File: config.mk
export PLATFORM = sky130hd
export DESIGN_NAME = coin_input_conditioner
export DESIGN_NICKNAME = d
export VERILOG_FILES = /design/src/rtl/coin_input_conditioner.sv
export SDC_FILE = /design/constraint.sdc
export NUM_CORES = 1
export LEC_CHECK = 0
export CAP_MARGIN = 20
export CORE_MARGIN = 4
export CORE_UTILIZATION = 55
export DETAILED_ROUTE_END_ITERATION = 16
export GPL_TIMING_DRIVEN = 1
export PLACE_DENSITY = 0.73
export SYNTH_ARGS = -nofsm -noshare
export SYNTH_HDL_FRONTEND = slang
export SYNTH_SLANG_ARGS = --single-unit
File: constraint.sdc
create_clock -name clk -period 2.11 [get_ports clk]
set_input_delay 0.211 -clock clk [delete_from_list [all_inputs] [get_ports clk]]
set_output_delay 0.211 -clock clk [all_outputs]
set_load 0.05 [all_outputs]
File: src/rtl/coin_input_conditioner.sv
// coin_input_conditioner: synchronises and debounces the vending machine buttons and drink
// switches, holds each button press as a pending strobe until the controller's next tick,
// and encodes the drink selection.
// Optional build macro: DRINK_ONEHOT_EN -- drink selection is valid only for exactly one
// switch on; otherwise the lowest-index switch wins.
module coin_input_conditioner #(
    parameter int unsigned DEBOUNCE_CYCLES = 1_000_000,
    parameter int unsigned CNT_W           = 20
) (
    input  logic       clk,
    input  logic       clr,
    input  logic       tick,
    input  logic       purchase_raw,
    input  logic       nickel_raw,
    input  logic       dime_raw,
    input  logic       quarter_raw,
    input  logic [3:0] sw_raw,
    output logic       purchase_o,
    output logic       nickel_o,
    output logic       dime_o,
    output logic       quarter_o,
    output logic [7:0] coin_value,
    output logic [1:0] drink_sel,
    output logic       drink_valid,
    output logic       coin_overrun
);

    localparam int unsigned NumIn = 8;
    localparam logic [CNT_W-1:0] CntMax = CNT_W'(DEBOUNCE_CYCLES - 1);

    // Input vector layout: [0] purchase, [1] nickel, [2] dime, [3] quarter, [7:4] switches
    logic [NumIn-1:0] raw;
    assign raw = {sw_raw, quarter_raw, dime_raw, nickel_raw, purchase_raw};

    logic [NumIn-1:0] sync1_q, sync2_q;
    logic [NumIn-1:0] stable_q, stable_d;
    logic [CNT_W-1:0] cnt_q [NumIn];
    logic [CNT_W-1:0] cnt_d [NumIn];
    logic [NumIn-1:0] rise;

    // Coin pending flags: [0] nickel, [1] dime, [2] quarter
    logic [2:0] coin_pend_q, coin_pend_d;
    logic       purchase_pend_q, purchase_pend_d;
    logic       coin_overrun_q, coin_overrun_d;
    logic [1:0] drink_sel_q, drink_sel_d;
    logic       drink_valid_q, drink_valid_d;

    logic [2:0] coin_edge;
    logic       coin_held;

    // Debounce: count consecutive cycles of disagreement, accept the new level at the limit
    always_comb begin
        stable_d = stable_q;
        for (int i = 0; i < NumIn; i++) begin
            cnt_d[i] = '0;
            if (sync2_q[i] != stable_q[i]) begin
                if (cnt_q[i] == CntMax) begin
                    stable_d[i] = sync2_q[i];
                end else begin
                    cnt_d[i] = cnt_q[i] + CNT_W'(1);
                end
            end
        end
        rise = stable_d & ~stable_q;
    end

    // Pending strobes: a tick consumes what was pending, a same-cycle new edge survives it
    always_comb begin
        purchase_pend_d = (purchase_pend_q & ~tick) | rise[0];
        coin_edge       = rise[3:1];
        coin_held       = (coin_pend_q != 3'd0) && !tick;
        coin_pend_d     = tick ? 3'd0 : coin_pend_q;
        coin_overrun_d  = coin_overrun_q;
        if (coin_edge != 3'd0) begin
            if (coin_held) begin
                // Previous coin not yet consumed: the new one is lost
                coin_overrun_d = 1'b1;
            end else begin
                if (coin_edge[2]) begin
                    coin_pend_d = 3'b100;
                end else if (coin_edge[1]) begin
                    coin_pend_d = 3'b010;
                end else begin
                    coin_pend_d = 3'b001;
                end
                // More than one coin edge at once: the lower-priority ones are lost
                if ((coin_edge & (coin_edge - 3'd1)) != 3'd0) begin
                    coin_overrun_d = 1'b1;
                end
            end
        end
    end

    // Drink encoding from the stable switch vector
    always_comb begin
        drink_sel_d   = 2'd0;
        drink_valid_d = 1'b0;
`ifdef DRINK_ONEHOT_EN
        case (stable_q[7:4])
            4'b0001: begin drink_sel_d = 2'd0; drink_valid_d = 1'b1; end
            4'b0010: begin drink_sel_d = 2'd1; drink_valid_d = 1'b1; end
            4'b0100: begin drink_sel_d = 2'd2; drink_valid_d = 1'b1; end
            4'b1000: begin drink_sel_d = 2'd3; drink_valid_d = 1'b1; end
            default: begin drink_sel_d = 2'd0; drink_valid_d = 1'b0; end
        endcase
`else
        drink_valid_d = |stable_q[7:4];
        if (stable_q[4]) begin
            drink_sel_d = 2'd0;
        end else if (stable_q[5]) begin
            drink_sel_d = 2'd1;
        end else if (stable_q[6]) begin
            drink_sel_d = 2'd2;
        end else if (stable_q[7]) begin
            drink_sel_d = 2'd3;
        end
`endif
    end

    // State registers with synchronous clear
    always_ff @(posedge clk) begin
        if (clr) begin
            sync1_q         <= '0;
            sync2_q         <= '0;
            stable_q        <= '0;
            for (int i = 0; i < NumIn; i++) begin
                cnt_q[i] <= '0;
            end
            purchase_pend_q <= 1'b0;
            coin_pend_q     <= 3'd0;
            coin_overrun_q  <= 1'b0;
            drink_sel_q     <= 2'd0;
            drink_valid_q   <= 1'b0;
        end else begin
            sync1_q         <= raw;
            sync2_q         <= sync1_q;
            stable_q        <= stable_d;
            for (int i = 0; i < NumIn; i++) begin
                cnt_q[i] <= cnt_d[i];
            end
            purchase_pend_q <= purchase_pend_d;
            coin_pend_q     <= coin_pend_d;
            coin_overrun_q  <= coin_overrun_d;
            drink_sel_q     <= drink_sel_d;
            drink_valid_q   <= drink_valid_d;
        end
    end

    // Coin value follows the pending coin flags directly
    always_comb begin
        if (coin_pend_q[2]) begin
            coin_value = 8'd25;
        end else if (coin_pend_q[1]) begin
            coin_value = 8'd10;
        end else if (coin_pend_q[0]) begin
            coin_value = 8'd5;
        end else begin
            coin_value = 8'd0;
        end
    end

    assign purchase_o   = purchase_pend_q;
    assign nickel_o     = coin_pend_q[0];
    assign dime_o       = coin_pend_q[1];
    assign quarter_o    = coin_pend_q[2];
    assign coin_overrun = coin_overrun_q;
    assign drink_sel    = drink_sel_q;
    assign drink_valid  = drink_valid_q;

endmodule
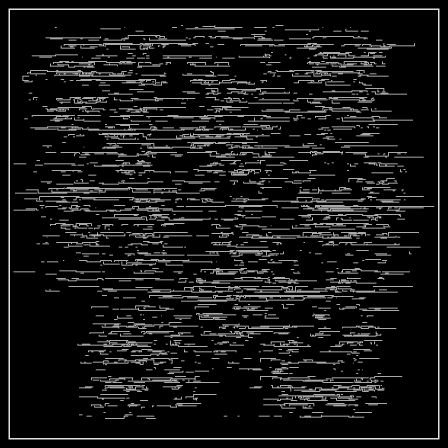
**Above:** run 1 (M1 wires).
The layer holds 51% of the routed length. 924 nets have wire on it.
GRT met1 Usage: 23.8%
routed wire length: 13.7 mm
Vias: 5,882

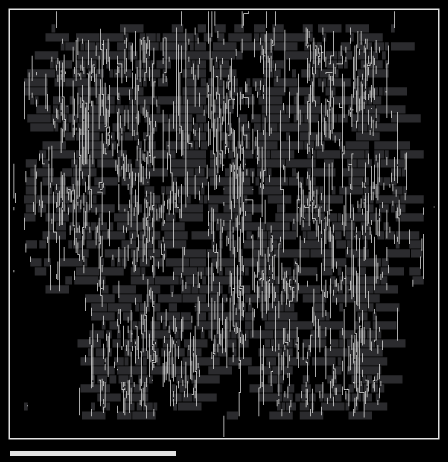
**Above:** run 1 (metal 2).
Scale bar: 50 um.
755 nets have wire on it. The layer carries 6,160 um of wire. The layer holds 45% of the routed length.

==> impl_metrics.env, run 1 <==
# flow metrics
export IMPL_chipWidth_um=129
export IMPL_antennaDiodeCount=0
export IMPL_setup_violations=0
export IMPL_placed_area_um2=8590
export IMPL_top_cell="nor2_1"
export IMPL_inverters_excl_clock=22
export IMPL_simple_gate_share_pct=30.2
export IMPL_grt_max_degree=41
export IMPL_comb_cells=676
export IMPL_xor_share_pct=16.2
export IMPL_layout_min_cycle_time_ps=1990
export IMPL_aoi_share_pct=1.36
export IMPL_fin_ws_ps=121
export IMPL_synthFlopType="dfxtp_1"
export IMPL_worst_path_max_delay_cell="clkdlybuf4s50_1"
export IMPL_clock_area_share_pct=6.71
export IMPL_largest_reg_flops=160
export IMPL_ys_seq_share_pct=47.5
export IMPL_antenna_found_initial=0
export IMPL_ys_top_cells_by_count="nor2_1 (201), dfxtp_1 (192), xor2_1 (88)"
export IMPL_drt_iter0_drc=330
export IMPL_worst_pin_slew_ps=648
export IMPL_final_area_um2=9230
export IMPL_drtPass1Iterations=5
export IMPL_area_growth_pct=14.0
export IMPL_ctsHoldBuffers=0
export IMPL_ys_top_logic_family="simple AND/OR/NAND/NOR gates"
export IMPL_setup_tns_ps=0
export IMPL_yosys_area_um2=8090
export IMPL_hp_class="in2reg"
export IMPL_yosys_cells=917
export IMPL_warnings=26
export IMPL_wl_met1_mm=6.98
export IMPL_postSynthCellCount=917
export IMPL_num_tap_cells=184
export IMPL_post_cts_resized=3
export IMPL_top_area_share_pct=47.5
export IMPL_drive_gt1_share_pct=6.33
export IMPL_clk_pin_slew_ps=60
export IMPL_via_per_inst=5.13
export IMPL_yosys_top_cells_area="dfxtp_1 (48%), xor2_1 (9.5%), nor2_1 (9.3%)"
export IMPL_dieArea_um2=16700
export IMPL_power_density_nw_per_um2=767
export IMPL_ys_sh_mux_pct=0.619
export IMPL_path_max_fanout=5
export IMPL_antenna_left=0
export IMPL_highest_layer="met4"
export IMPL_peakVddDrop_mv=0.582
export IMPL_synth_avg_cell_area_um2=8.82
export IMPL_cts_buffers=17
export IMPL_cp_top_family="buffers and inverters"
export IMPL_hold_path_depth=2
export IMPL_worst_r2r_cell_count=6
export IMPL_path_cells="clkdlybuf4s50_1"
export IMPL_cts_tree="yes"
export IMPL_drcViolationCount=0
export IMPL_dp_cells=1116
export IMPL_min_from="nickel_raw"
export IMPL_path_class="reg2out"
export IMPL_top_register="cnt_q"
export IMPL_flop_area_um2=3840
export IMPL_hold_ws_ps=339
export IMPL_yosysWarningCount=0
export IMPL_clk_latency_ps=420
export IMPL_htree_levels=4
export IMPL_yosysTopAreaCell="dfxtp_1"
export IMPL_async_flop_share_pct=0
export IMPL_total_leakage_power_nw=3.06
export IMPL_rsz0062_at_grt="no"
export IMPL_met3_length_um=474
export IMPL_hold_viol_final=0
export IMPL_cap_violations=0
export IMPL_nets=970
export IMPL_arrival_ps=1780
export IMPL_die_h_um=129
export IMPL_yosys_area_share_adder_pct=1.24
export IMPL_ff_count=192
export IMPL_utilization_pct=63.7
export IMPL_skew_ps=8.16
export IMPL_grt_busiest_layer="met2"
export IMPL_maxSlewViolCount=0
export IMPL_wire_per_inst_um=11.9
export IMPL_postCtsSetupBuffers=0
export IMPL_timing_final_crit_share_pct=94.3
export IMPL_comb_area_um2=4050
export IMPL_pre_cts_slack_ps=129
export IMPL_cp_required_ps=1900
export IMPL_comb_area_share_pct=43.9
export IMPL_synth_edff_count=0
export IMPL_reg2reg_from="cnt_q[0][20]"
export IMPL_overflow=0
export IMPL_worst_slew_margin_rel_pct=56.5
export IMPL_place_hpwl_mm=9.35
export IMPL_gp_congestion=0.794
export IMPL_setup_worst_path_start_class="flip-flop"
export IMPL_grt_pass1_wl_mm=24.4
export IMPL_cts_root_buf="clkbuf_16"
export IMPL_wl_met2_mm=6.16
export IMPL_fill_cells=1248
export IMPL_mostFrequentLayoutCell="nor2_1"
export IMPL_largestClassByArea="combinational gates"
export IMPL_worstReg2RegEnd="coin_pend_q[0]"
export IMPL_netlist_area_um2=8090
export IMPL_status="finished clean"
export IMPL_cts_path_max_buffers=2
export IMPL_io_pins=27
export IMPL_ys_seq_elements=192
export IMPL_ys_types=41
export IMPL_initial_utilization_pct=55.9
export IMPL_track_usage_pct=17.7
export IMPL_finalNonFillerCells=1147
export IMPL_signal_buffers=42
export IMPL_seq_area_share_pct=41.7
export IMPL_crit_buf_inv=1
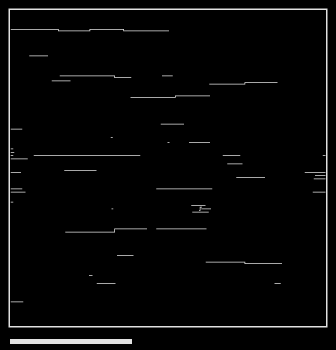
**Above:** run 1 (signal wires on met3).
Scale bar: 50 um.
33 nets have wire on it. The layer holds 3.5% of the routed length. The longest straight run is 43.2 um. The layer carries 474 um of wire.
met3 Use GR: 4.74%

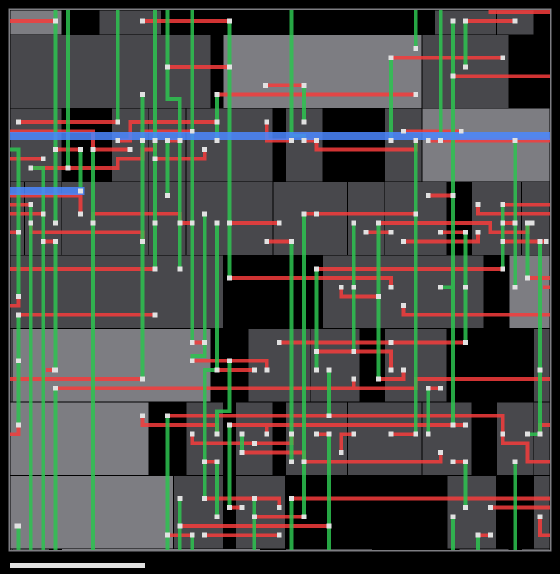
**Above:** run 1 (layout detail).
Scale bar: 5 um. Region (22, 87) to (42, 107) um. Cells in grey, sequential cells in the stronger grey; small squares are vias.
met1: shown in red. met3: shown in blue. met2: shown in green.
Sequential cells in the window: 5. 36 logic cells have their middle in the window. Netlist names of flops here include cnt_q (3), sync2_q (2). Most frequent: nor2_1 (6), dfxtp_1 (5), nand2_1 (4).

==> run 1: worst max-delay path by stage <==
stage	from	to	slack, ps
3_3_place_gp	cnt_q[0][60]	coin_overrun	170
4_1_cts	cnt_q[0][60]	coin_overrun	90
2_1_floorplan	coin_pend_q[2]	coin_value[2]	210
6_report	coin_pend_q[0]	nickel_o	120
3_5_place_dp	cnt_q[0][60]	coin_overrun	130
5_1_grt	cnt_q[0][20]	coin_pend_q[0]	20
==> run 1: report_power, final <==
group          total (mW)  switching (mW)  leakage (nW)  internal (mW)
sequential           3.65          0.0118          1.55           3.64
combinational       0.105          0.0606          1.22         0.0443
clock                3.32            1.29         0.298           2.03
**Run 1: routing congestion**

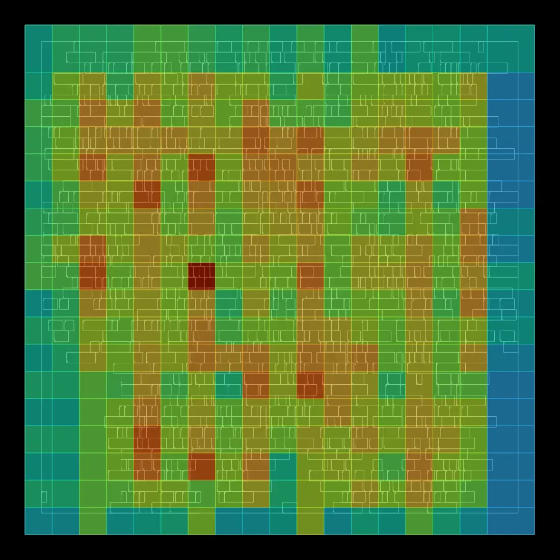

--- run 2 (diff from run 1) ---
--- a/config.mk
+++ b/config.mk
@@ -5,12 +5,14 @@
 export SDC_FILE = /design/constraint.sdc
 export NUM_CORES = 1
 export LEC_CHECK = 0
-export CAP_MARGIN = 20
+export CAP_MARGIN = 40
+export CELL_PAD_IN_SITES_DETAIL_PLACEMENT = 1
+export CELL_PAD_IN_SITES_GLOBAL_PLACEMENT = 2
 export CORE_MARGIN = 4
-export CORE_UTILIZATION = 55
+export CORE_UTILIZATION = 38
 export DETAILED_ROUTE_END_ITERATION = 16
 export GPL_TIMING_DRIVEN = 1
-export PLACE_DENSITY = 0.73
+export PLACE_DENSITY_LB_ADDON = 0.1
 export SYNTH_ARGS = -nofsm -noshare
 export SYNTH_HDL_FRONTEND = slang
 export SYNTH_SLANG_ARGS = --single-unit
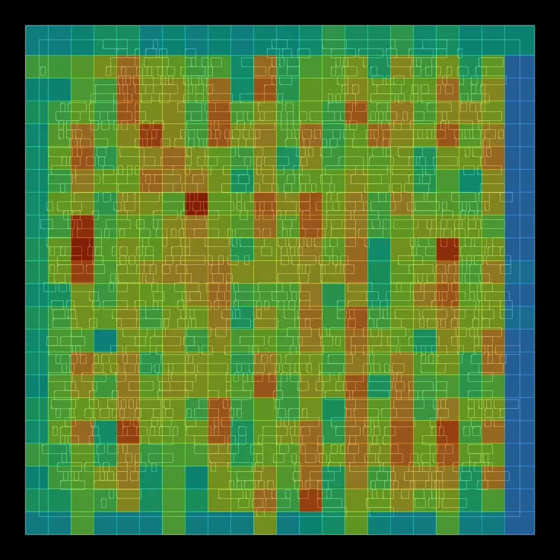
**Above:** run 2 (routing congestion).
GRT Total Usage: 15.2%
DR WL/cell: 13.7 um

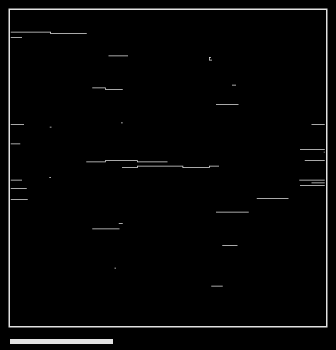
**Above:** run 2 (signal wires on met3).
Scale bar: 50 um.
The layer holds 1.9% of the routed length. The longest straight run is 22.1 um. The wires run mostly horizontal. 19 nets have wire on it. The layer carries 320 um of wire.
Vias: 6,191
met3 Use GR: 2.79%
routed wire length: 17.1 mm

==> run 2 against run 1 <==
Against the previous run:
- sequential cell count unchanged
- clock power decreased by 6.0%
- critical path type unchanged
- clock skew increased by 6.1 ps
- wire length increased by 25%
- cell count increased by 8.7%
- largest power group unchanged
- register-to-register slack got worse by 50 ps
==> impl_metrics.env, run 2 <==
# flow metrics
export IMPL_status="finished clean"
export IMPL_largest_reg_flops=160
export IMPL_chipWidth_um=154
export IMPL_top_area_share_pct=47.5
export IMPL_ys_seq_elements=192
export IMPL_met3_length_um=320
export IMPL_yosysWarningCount=0
export IMPL_final_area_um2=9370
export IMPL_comb_cells=676
export IMPL_powerSeq_mw=3.65
export IMPL_yosys_cells=917
export IMPL_path_max_fanout=7
export IMPL_cts_root_buf="clkbuf_16"
export IMPL_initial_utilization_pct=38.6
export IMPL_largestClassByArea="combinational gates"
export IMPL_hold_viol_final=0
export IMPL_flop_area_um2=3840
export IMPL_antennaDiodeCount=0
export IMPL_setup_violations=0
export IMPL_layout_min_cycle_time_ps=2020
export IMPL_top_register="cnt_q"
export IMPL_power_density_nw_per_um2=735
export IMPL_postSynthCellCount=917
export IMPL_mostFrequentLayoutCell="nor2_1"
export IMPL_power_leader="registers"
export IMPL_maxSlewViolCount=0
export IMPL_switching_share_pct=22.2
export IMPL_signal_buffers=50
export IMPL_num_tap_cells=275
export IMPL_highest_layer="met4"
export IMPL_cp_required_ps=1900
export IMPL_via_per_inst=4.96
export IMPL_area_growth_pct=15.8
export IMPL_place_hpwl_mm=12.2
export IMPL_drtPass1Iterations=6
export IMPL_drcViolationCount=0
export IMPL_inverters_excl_clock=22
export IMPL_netlist_area_um2=8090
export IMPL_timing_final_crit_share_pct=95.9
export IMPL_clock_power_share_pct=45.4
export IMPL_clk_latency_ps=430
export IMPL_synth_edff_count=0
export IMPL_ctsHoldBuffers=0
export IMPL_wl_met2_mm=8.43
export IMPL_overflow=0
export IMPL_yosys_top_cells_area="dfxtp_1 (48%), xor2_1 (9.5%), nor2_1 (9.3%)"
export IMPL_synthFlopType="dfxtp_1"
export IMPL_fill_cells=2449
export IMPL_ys_types=41
export IMPL_reg2reg_from="cnt_q[0][20]"
export IMPL_pre_cts_slack_ps=95.1
export IMPL_seqPwrFrac_pct=53.0
export IMPL_placed_area_um2=8770
export IMPL_ys_top_cells_by_count="nor2_1 (201), dfxtp_1 (192), xor2_1 (88)"
export IMPL_finalNonFillerCells=1247
export IMPL_setup_tns_ps=0
export IMPL_comb_power_share_pct=1.6
export IMPL_fin_ws_ps=85.9
export IMPL_synth_avg_cell_area_um2=8.82
export IMPL_cts_path_max_buffers=2
export IMPL_hp_class="in2reg"
export IMPL_cts_tree="yes"
export IMPL_pg_comb_uw=111
export IMPL_hold_ws_ps=285
export IMPL_worst_slew_margin_rel_pct=61.2
export IMPL_use_met1_pct=19.1
export IMPL_path_class="reg2out"
export IMPL_hold_path_depth=2
export IMPL_antenna_found_initial=0
export IMPL_dp_cells=1214
export IMPL_p_int_mw=5.36
export IMPL_cts_buffers=17
export IMPL_io_pins=27
export IMPL_worstReg2RegEnd="coin_pend_q[0]"
run 2: cell families (layout without fill, tap and decap cells):
| group | Yosys count | after routing | share of synthesized area [%] |
|---|---|---|---|
| other cells | 1 | 3 | 0.0463 |
| mux | 5 | 5 | 0.619 |
| simple gates | 490 | 490 | 30.2 |
| flops | 192 | 192 | 47.5 |
| compound gates | 20 | 20 | 1.36 |
| fa+ha+maj | 8 | 8 | 1.24 |
| buf+inv | 51 | 104 | 2.78 |
| xor+xnor | 150 | 150 | 16.2 |
run 2: worst max-delay path, cell delays in order (launching register included):
cell             delay [ps]
dfxtp_1                 420
or2_2                   160
clkdlybuf4s50_1         800
run 2: what timing repair did:
| item | CTS | global route |
|---|---|---|
| gates resized | 0 | 7 |
| buffers inserted | 0 | 1 |
| setup endpoints to repair | 0 | 4 |
**Run 2: M1 wires**

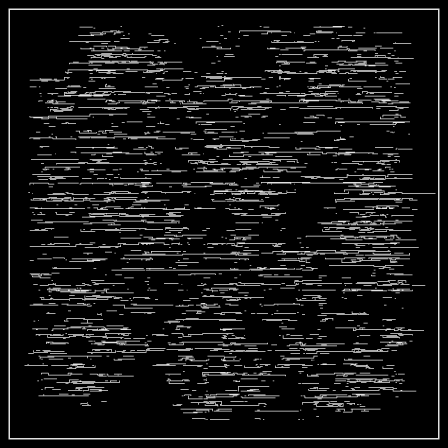

--- run 3 (diff from run 2) ---
--- a/config.mk
+++ b/config.mk
@@ -9,10 +9,11 @@
 export CELL_PAD_IN_SITES_DETAIL_PLACEMENT = 1
 export CELL_PAD_IN_SITES_GLOBAL_PLACEMENT = 2
 export CORE_MARGIN = 4
-export CORE_UTILIZATION = 38
+export CORE_UTILIZATION = 41
 export DETAILED_ROUTE_END_ITERATION = 16
 export GPL_TIMING_DRIVEN = 1
 export PLACE_DENSITY_LB_ADDON = 0.1
+export SLEW_MARGIN = 0
 export SYNTH_ARGS = -nofsm -noshare
 export SYNTH_HDL_FRONTEND = slang
 export SYNTH_SLANG_ARGS = --single-unit
==> constraint.sdc (replaced) <==
create_clock -name clk -period 2.4 [get_ports clk]
set_input_delay 0.24 -clock clk [delete_from_list [all_inputs] [get_ports clk]]
set_output_delay 0.24 -clock clk [all_outputs]
set_load 0.05 [all_outputs]
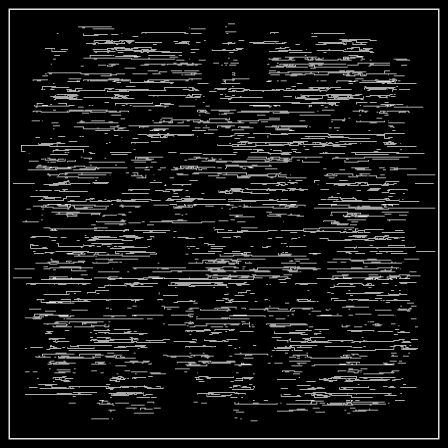
**Above:** run 3 (M1 wires).
The wires run mostly horizontal. The layer holds 49% of the routed length.

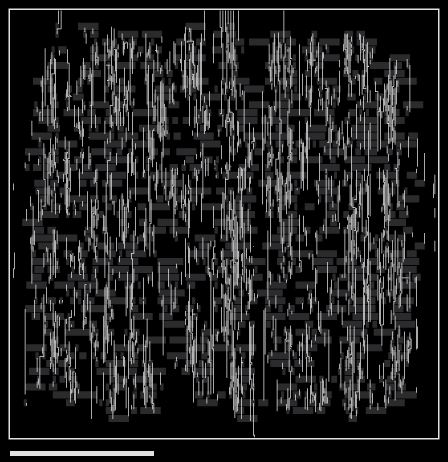
**Above:** run 3 (metal 2).
Scale bar: 50 um.
Vias: 6,173
routed wire length: 17.3 mm
GR Util met2: 27.9%

==> run 3 against run 2 <==
Against the previous run:
- sequential share of layout area up 0.65 points
- clock-buffer cell count up 2
- synthesized area unchanged
==> impl_metrics.env, run 3 <==
# flow metrics
export IMPL_power_density_nw_per_um2=654
export IMPL_setup_violations=0
export IMPL_postCtsSetupBuffers=0
export IMPL_fill_cells=2255
export IMPL_synth_avg_cell_area_um2=8.82
export IMPL_p_int_mw=4.73
export IMPL_crit_buf_inv=1
export IMPL_pg_comb_uw=93.3
export IMPL_path_cells="or2_2, nor2_1, clkdlybuf4s50_1"
export IMPL_setup_tns_ps=0
export IMPL_inverters_excl_clock=22
export IMPL_ys_seq_elements=192
export IMPL_largestClassByArea="combinational gates"
export IMPL_cts_path_max_buffers=2
export IMPL_switching_share_pct=21.6
export IMPL_pre_cts_slack_ps=345
export IMPL_status="finished clean"
export IMPL_synth_edff_count=0
export IMPL_fin_ws_ps=127
export IMPL_yosysWarningCount=0
export IMPL_signal_buffers=39
export IMPL_path_max_fanout=7
export IMPL_postSynthCellCount=917
export IMPL_worst_slew_margin_rel_pct=56.6
export IMPL_cts_root_buf="clkbuf_16"
export IMPL_seqPwrFrac_pct=53.3
export IMPL_overflow=0
export IMPL_maxSlewViolCount=0
export IMPL_yosys_top_cells_area="dfxtp_1 (48%), xor2_1 (9.5%), nor2_1 (9.3%)"
export IMPL_cp_top_family="buffers and inverters"
export IMPL_path_class="reg2out"
export IMPL_synthFlopType="dfxtp_1"
export IMPL_cts_buffers=17
export IMPL_clk_latency_ps=420
export IMPL_post_cts_resized=0
export IMPL_comb_power_share_pct=1.5
export IMPL_flop_area_um2=3840
export IMPL_drcViolationCount=0
export IMPL_ctsHoldBuffers=0
export IMPL_placed_area_um2=8660
export IMPL_wire_per_inst_um=14.1
export IMPL_mostFrequentLayoutCell="nor2_1"
export IMPL_netlist_area_um2=8090
export IMPL_ys_types=41
export IMPL_reg2reg_from="cnt_q[0][0]"
export IMPL_hold_ws_ps=243
export IMPL_clock_power_share_pct=45.2
export IMPL_cp_required_ps=2160
export IMPL_cts_tree="yes"
export IMPL_drtPass1Iterations=4
export IMPL_hp_class="in2reg"
export IMPL_ff_count=192
export IMPL_top_area_share_pct=47.5
export IMPL_yosys_cells=917
export IMPL_num_tap_cells=265
export IMPL_peakVddDrop_mv=0.462
export IMPL_chipWidth_um=148
export IMPL_antennaDiodeCount=0
export IMPL_track_usage_pct=16.3
export IMPL_io_pins=27
export IMPL_finalNonFillerCells=1225
export IMPL_final_area_um2=9220
export IMPL_comb_cells=676
run 3: worst paths after layout:
| path | end | depth (start not counted) |
|---|---|---|
| min | sync2_q[1] | 2 |
| max reg2reg | cnt_q[0][17] | 8 |
| min reg2reg | sync2_q[5] | 1 |
| max | coin_value[2] | 3 |
run 3: layer usage:
metal | vias up | part of all wire [%] | GRT usage, %
li1 | 3120 | - | -
met1 | 3003 | 49 | 21.0
met2 | 41 | 48 | 27.9
met3 | 9 | 2.2 | 4.08
met4 | 0 | 0.85 | 3.46
met5 | - | 0 | 0
run 3: logic make-up after synthesis:
family          count (synthesis)  share of synthesized area [%]
compound gates                 20                           1.36
xor+xnor                      150                           16.2
fa+ha+maj                       8                           1.24
buf+inv                        51                           2.78
flops                         192                           47.5
mux                             5                          0.619
other cells                     1                         0.0463
simple gates                  490                           30.2
Power is estimated from default activity; no workload was simulated.
